==> config.mk <==
export PLATFORM = sky130hd
export DESIGN_NAME = shared_reg_arbiter
export DESIGN_NICKNAME = d
export VERILOG_FILES = /design/src/rtl/shared_reg_arbiter.sv
export SDC_FILE = /design/constraint.sdc
export NUM_CORES = 1
export LEC_CHECK = 0
export CAP_MARGIN = 10
export CORE_ASPECT_RATIO = 1.4
export CORE_MARGIN = 2
export CORE_UTILIZATION = 41
export DETAILED_ROUTE_END_ITERATION = 12
export MAX_ROUTING_LAYER = met4
export PLACE_DENSITY = 0.87
export REMOVE_ABC_BUFFERS = 1
export SLEW_MARGIN = 20
export SYNTH_ARGS = -nofsm -noshare
export SYNTH_HDL_FRONTEND = slang
export SYNTH_SLANG_ARGS = --single-unit
==> constraint.sdc <==
create_clock -name clk_i -period 2.08 [get_ports clk_i]
set_input_delay 0.312 -clock clk_i [delete_from_list [all_inputs] [get_ports clk_i]]
set_output_delay 0.312 -clock clk_i [all_outputs]
set_load 0.02 [all_outputs]
==> src/rtl/shared_reg_arbiter.sv <==
// Purpose : round-robin arbiter granting NUM_REQ writers one shared register, with optional locked bursts.
// Latency : request sampled -> registered grant/en_o/d_o after 1 edge; q_o updates 1 edge after that.
// Backpr. : requesters hold req_i until they see gnt_o; losers and non-owners during a lock simply wait.
// Ports   : clk_i/rst_i (sync, active-high); req_i/lock_i/data_i per-requester inputs;
//           gnt_o one-hot grant, en_o/d_o register write strobe and data, q_o register contents,
//           owner_o last granted index, lock_err_o single-cycle lock timeout pulse.
module shared_reg_arbiter #(
   parameter int NUM_REQ  = 4,
   parameter int DATA_W   = 8,
   parameter int LOCK_MAX = 8
) (
   input  logic                        clk_i,
   input  logic                        rst_i,
   input  logic [NUM_REQ-1:0]          req_i,
   input  logic [NUM_REQ-1:0]          lock_i,
   input  logic [NUM_REQ*DATA_W-1:0]   data_i,
   output logic [NUM_REQ-1:0]          gnt_o,
   output logic                        en_o,
   output logic [DATA_W-1:0]           d_o,
   output logic [DATA_W-1:0]           q_o,
   output logic [$clog2(NUM_REQ)-1:0]  owner_o,
   output logic                        lock_err_o
);

   localparam int IDX_W = $clog2(NUM_REQ);

   localparam logic [0:0] ST_IDLE   = 1'b0;
   localparam logic [0:0] ST_LOCKED = 1'b1;

   // Counter value at which the next LOCKED edge is the timeout edge.
   localparam logic [7:0] CNT_LAST = 8'(LOCK_MAX - 1);

   logic [0:0]         state;
   logic [IDX_W-1:0]   ptr;
   logic [7:0]         lock_cnt;

   logic [NUM_REQ-1:0] avail;
   logic               found;
   logic [IDX_W-1:0]   win;
   logic [IDX_W-1:0]   ptr_next;
   logic [DATA_W-1:0]  win_data;
   logic [DATA_W-1:0]  own_data;
   logic [NUM_REQ-1:0] win_onehot;
   logic [NUM_REQ-1:0] own_onehot;

   // A request whose grant is on the outputs right now has already been served;
   // masking it stops a held request from being granted twice back to back.
   assign avail = req_i & ~gnt_o;

   // Round-robin scan starting at ptr, wrapping modulo NUM_REQ.
   always_comb begin
      int j;
      j     = 0;
      found = 1'b0;
      win   = ptr;
      for (int k = 0; k < NUM_REQ; k++) begin
         j = int'(ptr) + k;
         if (j >= NUM_REQ) j = j - NUM_REQ;
         if (!found && avail[j]) begin
            found = 1'b1;
            win   = IDX_W'(j);
         end
      end
   end

   assign ptr_next   = (win == IDX_W'(NUM_REQ - 1)) ? '0 : win + 1'b1;
   assign win_data   = data_i[int'(win) * DATA_W +: DATA_W];
   assign own_data   = data_i[int'(owner_o) * DATA_W +: DATA_W];
   assign win_onehot = {{(NUM_REQ-1){1'b0}}, 1'b1} << win;
   assign own_onehot = {{(NUM_REQ-1){1'b0}}, 1'b1} << owner_o;

   always_ff @(posedge clk_i) begin
      if (rst_i) begin
         state      <= ST_IDLE;
         ptr        <= '0;
         lock_cnt   <= '0;
         gnt_o      <= '0;
         en_o       <= 1'b0;
         d_o        <= '0;
         q_o        <= '0;
         owner_o    <= '0;
         lock_err_o <= 1'b0;
      end else begin
         lock_err_o <= 1'b0;
         gnt_o      <= '0;
         en_o       <= 1'b0;
         if (en_o) q_o <= d_o;

         case (state)
            ST_IDLE: begin
               if (found) begin
                  gnt_o   <= win_onehot;
                  en_o    <= 1'b1;
                  d_o     <= win_data;
                  owner_o <= win;
                  ptr     <= ptr_next;
                  if (lock_i[win]) begin
                     state    <= ST_LOCKED;
                     lock_cnt <= '0;
                  end
               end
            end
            ST_LOCKED: begin
               // Timeout wins over both a release and an owner request.
               if (lock_cnt == CNT_LAST) begin
                  state      <= ST_IDLE;
                  lock_cnt   <= '0;
                  lock_err_o <= 1'b1;
               end else begin
                  lock_cnt <= lock_cnt + 8'd1;
                  if (!lock_i[owner_o]) begin
                     state <= ST_IDLE;
                  end else if (req_i[owner_o]) begin
                     // ptr already points past the owner from the lock-entry grant.
                     gnt_o <= own_onehot;
                     en_o  <= 1'b1;
                     d_o   <= own_data;
                  end
               end
            end
            default: state <= ST_IDLE;
         endcase
      end
   end

endmodule
==> run summary <==
impl run done, here's what came out: share of cells above drive strength 1=0.2119, Top Layout Cells=62 x clkdlybuf4s50_1, 33 x dfxtp_1, 26 x mux2i_1, CTS H-tree depth=2, floorplan utilization=0.4168, Chip Area, Yosys=1987 µm², Buffers & Inverters on Critical Path=1, Final Power=3.769 mW, top cells by area=dfxtp_1 35%, mux2i_1 14%, nor2_1 4.7%, Data arrival, critical path=2.24 ns, DRT antenna net count=0, critical setup path kind=reg2reg, combinational power share=0.538, VDD IR-drop max=0.5962 mV, area of the multi-input gates=1271 µm², final WL=6064 µm, syn_area_per_cell=9.328 µm², Cell Int Power=2.370 mW, Post-Syn Instances=213, first-pass GRT wire length=9190 µm, Filler cells=373, P_leak=1.326 nW, switching power share of the total=0.3711, crit end category=flip-flop, drt pass-1 iters=5, post-route insts no fill=366, # DRC=0, Sequential Area=703.2 µm², DR vias=2046, outcome=complete, no violations, initial drt markers=184, slowest stage delay, CP=0.35 ns, Ports=66, WL/cell=16.57 µm, sequential area share after synthesis=0.3526, sw power=1.399 mW, cell taking the most area after synthesis=dfxtp_1, n_diodes=0, Crit path required time=2.25 ns, Final Cycle Share=0.9955, share of the synthesized area in the top cell type=0.3526, clk slew on worst S/H paths=0.07 ns, initial antenna violation count=0, Yosys warning count=0, Setup Skew=0.01033 ns, post-synth cell types=54, largest net degree at the start of global routing=23, number of cell rows=30, Mapped Area=1987 µm², CORE AREA=4767 µm², dominant logic cell type in the layout=clkdlybuf4s50_1, GRT Overall Usage=0.2224, Clock Tree Root=clkbuf_8, Num CTS Buffers=5, clock share of power=0.192, Slew HR=0.7514, GRT overflow=0, worst slew pin tran=0.3698 ns, final hold violations=0, Die Width=62.84 µm, routability cong.=0.9574, tool warnings=29
final timing paths:
path,start,end,slack (ns),depth (start not counted)
worst max register to register,gnt_o[1],d_o[4],0.009,7
worst max-delay path,gnt_o[1],d_o[4],0.009,7
worst min-delay path,lock_cnt[0],lock_cnt[0],0.49,1
worst min register to register,lock_cnt[0],lock_cnt[0],0.49,1
routing by layer:
metal,up-vias,part of all wire,track usage
met5,-,0,-
met1,982,0.38,0.2516
met4,0,0.041,0.1212
met3,24,0.052,0.03377
li1,963,-,-
met2,77,0.52,0.3783
synth_stat cells (all sizes together):
master,count
ha,5
o211ai,3
buf,9
or3,3
o32a,1
a31oi,1
or4,1
o21ba,1
and2,4
inv,6
a2bb2oi,2
nand2b,5
o21a,1
a31o,2
o221ai,7
clkbuf,2
nor3,3
dfxtp,35
xor2,2
or2,2
nor4,1
a211o,1
o21ai,7
mux2i,29
a41oi,3
o211a,2
nor2,25
and4,1
nand3,2
mux4,2
nand2,18
and2b,1
a311oi,1
nor2b,4
mux2,1
a32o,1
a21oi,4
a32oi,4
nand4,1
o22ai,2
and3,4
a22oi,1
a211oi,2
and3b,1
final cells by class:
| class | count | share of cell area |
|---|---|---|
| Multi-Input combinational cell | 161 | 0.4105 |
| Timing Repair Buffer | 92 | 0.2865 |
| Sequential cell | 35 | 0.2271 |
| Tap cell | 64 | 0.02586 |
| Clock buffer | 6 | 0.02343 |
| Clock inverter | 2 | 0.01939 |
| Inverter | 6 | 0.007273 |
sequential cells by signal, summed over array words and instances, names as in the netlist:
signal,cells
owner_o,2
lock_cnt,8
ptr,2
state,1
lock_err_o,1
d_o,8
en_o,1
q_o,8
gnt_o,4
stage by stage:
step / cell area (µm²) / util / hold slack, ns / worst slack (ns)
6_report: 3097 / 0.6496 / 0.4945 / 0.009287
5_1_grt: 3097 / 0.6496 / 0.5126 / -0.05816
4_1_cts: 2999 / 0.6291 / 0.5080 / -0.01745
3_5_place_dp: 2848 / 0.5974 / 0.4857 / -0.4518
3_3_place_gp: 2848 / 0.5974 / 0.4727 / -0.3734
2_1_floorplan: 1917 / - / 0.3844 / -0.06138
timing repair:
item / in CTS / in global routing
pin swaps: 1 / 2
cloned: 0 / 1
setup endpoints to repair: 21 / 20
gates resized: 10 / 15
setup buffers: 0 / 1
worst register-to-register path, delay by kind of cell (launching register included):
| family | cells | cell delay [ns] |
|---|---|---|
| simple gates | 3 | 0.85 |
| compound gates | 2 | 0.35 |
| flops | 1 | 0.33 |
| mux | 1 | 0.25 |
| buf+inv | 1 | 0.18 |
power groups by stage:
stage	registers [mW]	logic [mW]	clock network [mW]
2_1_floorplan	1.14	0.905	0
3_3_place_gp	1.00	1.78	0
3_5_place_dp	1.01	1.83	0
4_1_cts	1.00	1.87	0.731
5_1_grt	1.04	2.15	0.757
6_report	1.02	2.03	0.723
kinds of logic after synthesis:
kind of cell / after synthesis / share of synthesized area
buffers and inverters: 17 / 0.04660
adder cells (fa/ha/maj): 5 / 0.03149
multiplexers: 32 / 0.1782
flip-flops: 35 / 0.3526
AND/OR/NAND/NOR: 76 / 0.1996
AND-OR/OR-AND: 46 / 0.1826
XOR/XNOR: 2 / 0.008818
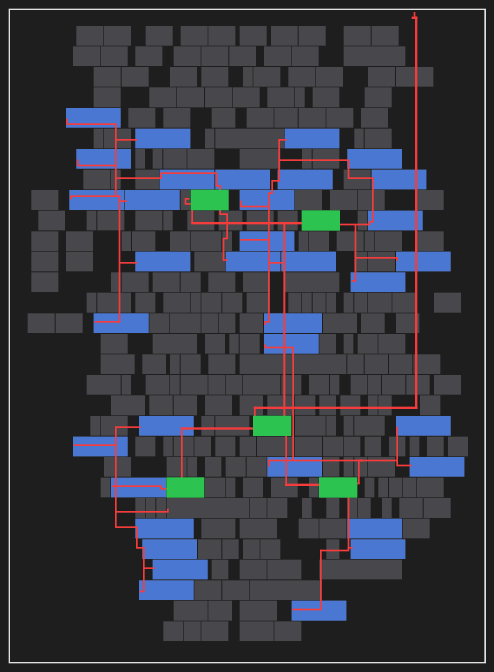
clock_wires.png
legend:
  clock wires:
    colour: red
    length: 454 µm
  flip-flops:
    colour: blue
    count: 35
  clock-net drivers:
    colour: green
    count: 5
routed clock nets: 6

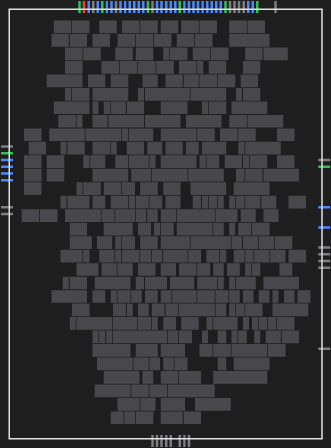
pinout.png
Pins as bars across the die edge, other pins in grey.
legend:
  d_o:
    colour: green
    pins: 8
    direction: output
    edge: 6 top, 1 left, 1 right
  data_i:
    colour: blue
    pins: 32
    direction: input
    edge: 26 top, 4 left, 2 right
  rst_i:
    colour: red
    pins: 1
    direction: input
    edge: top

Power is estimated from default activity; no workload was simulated.
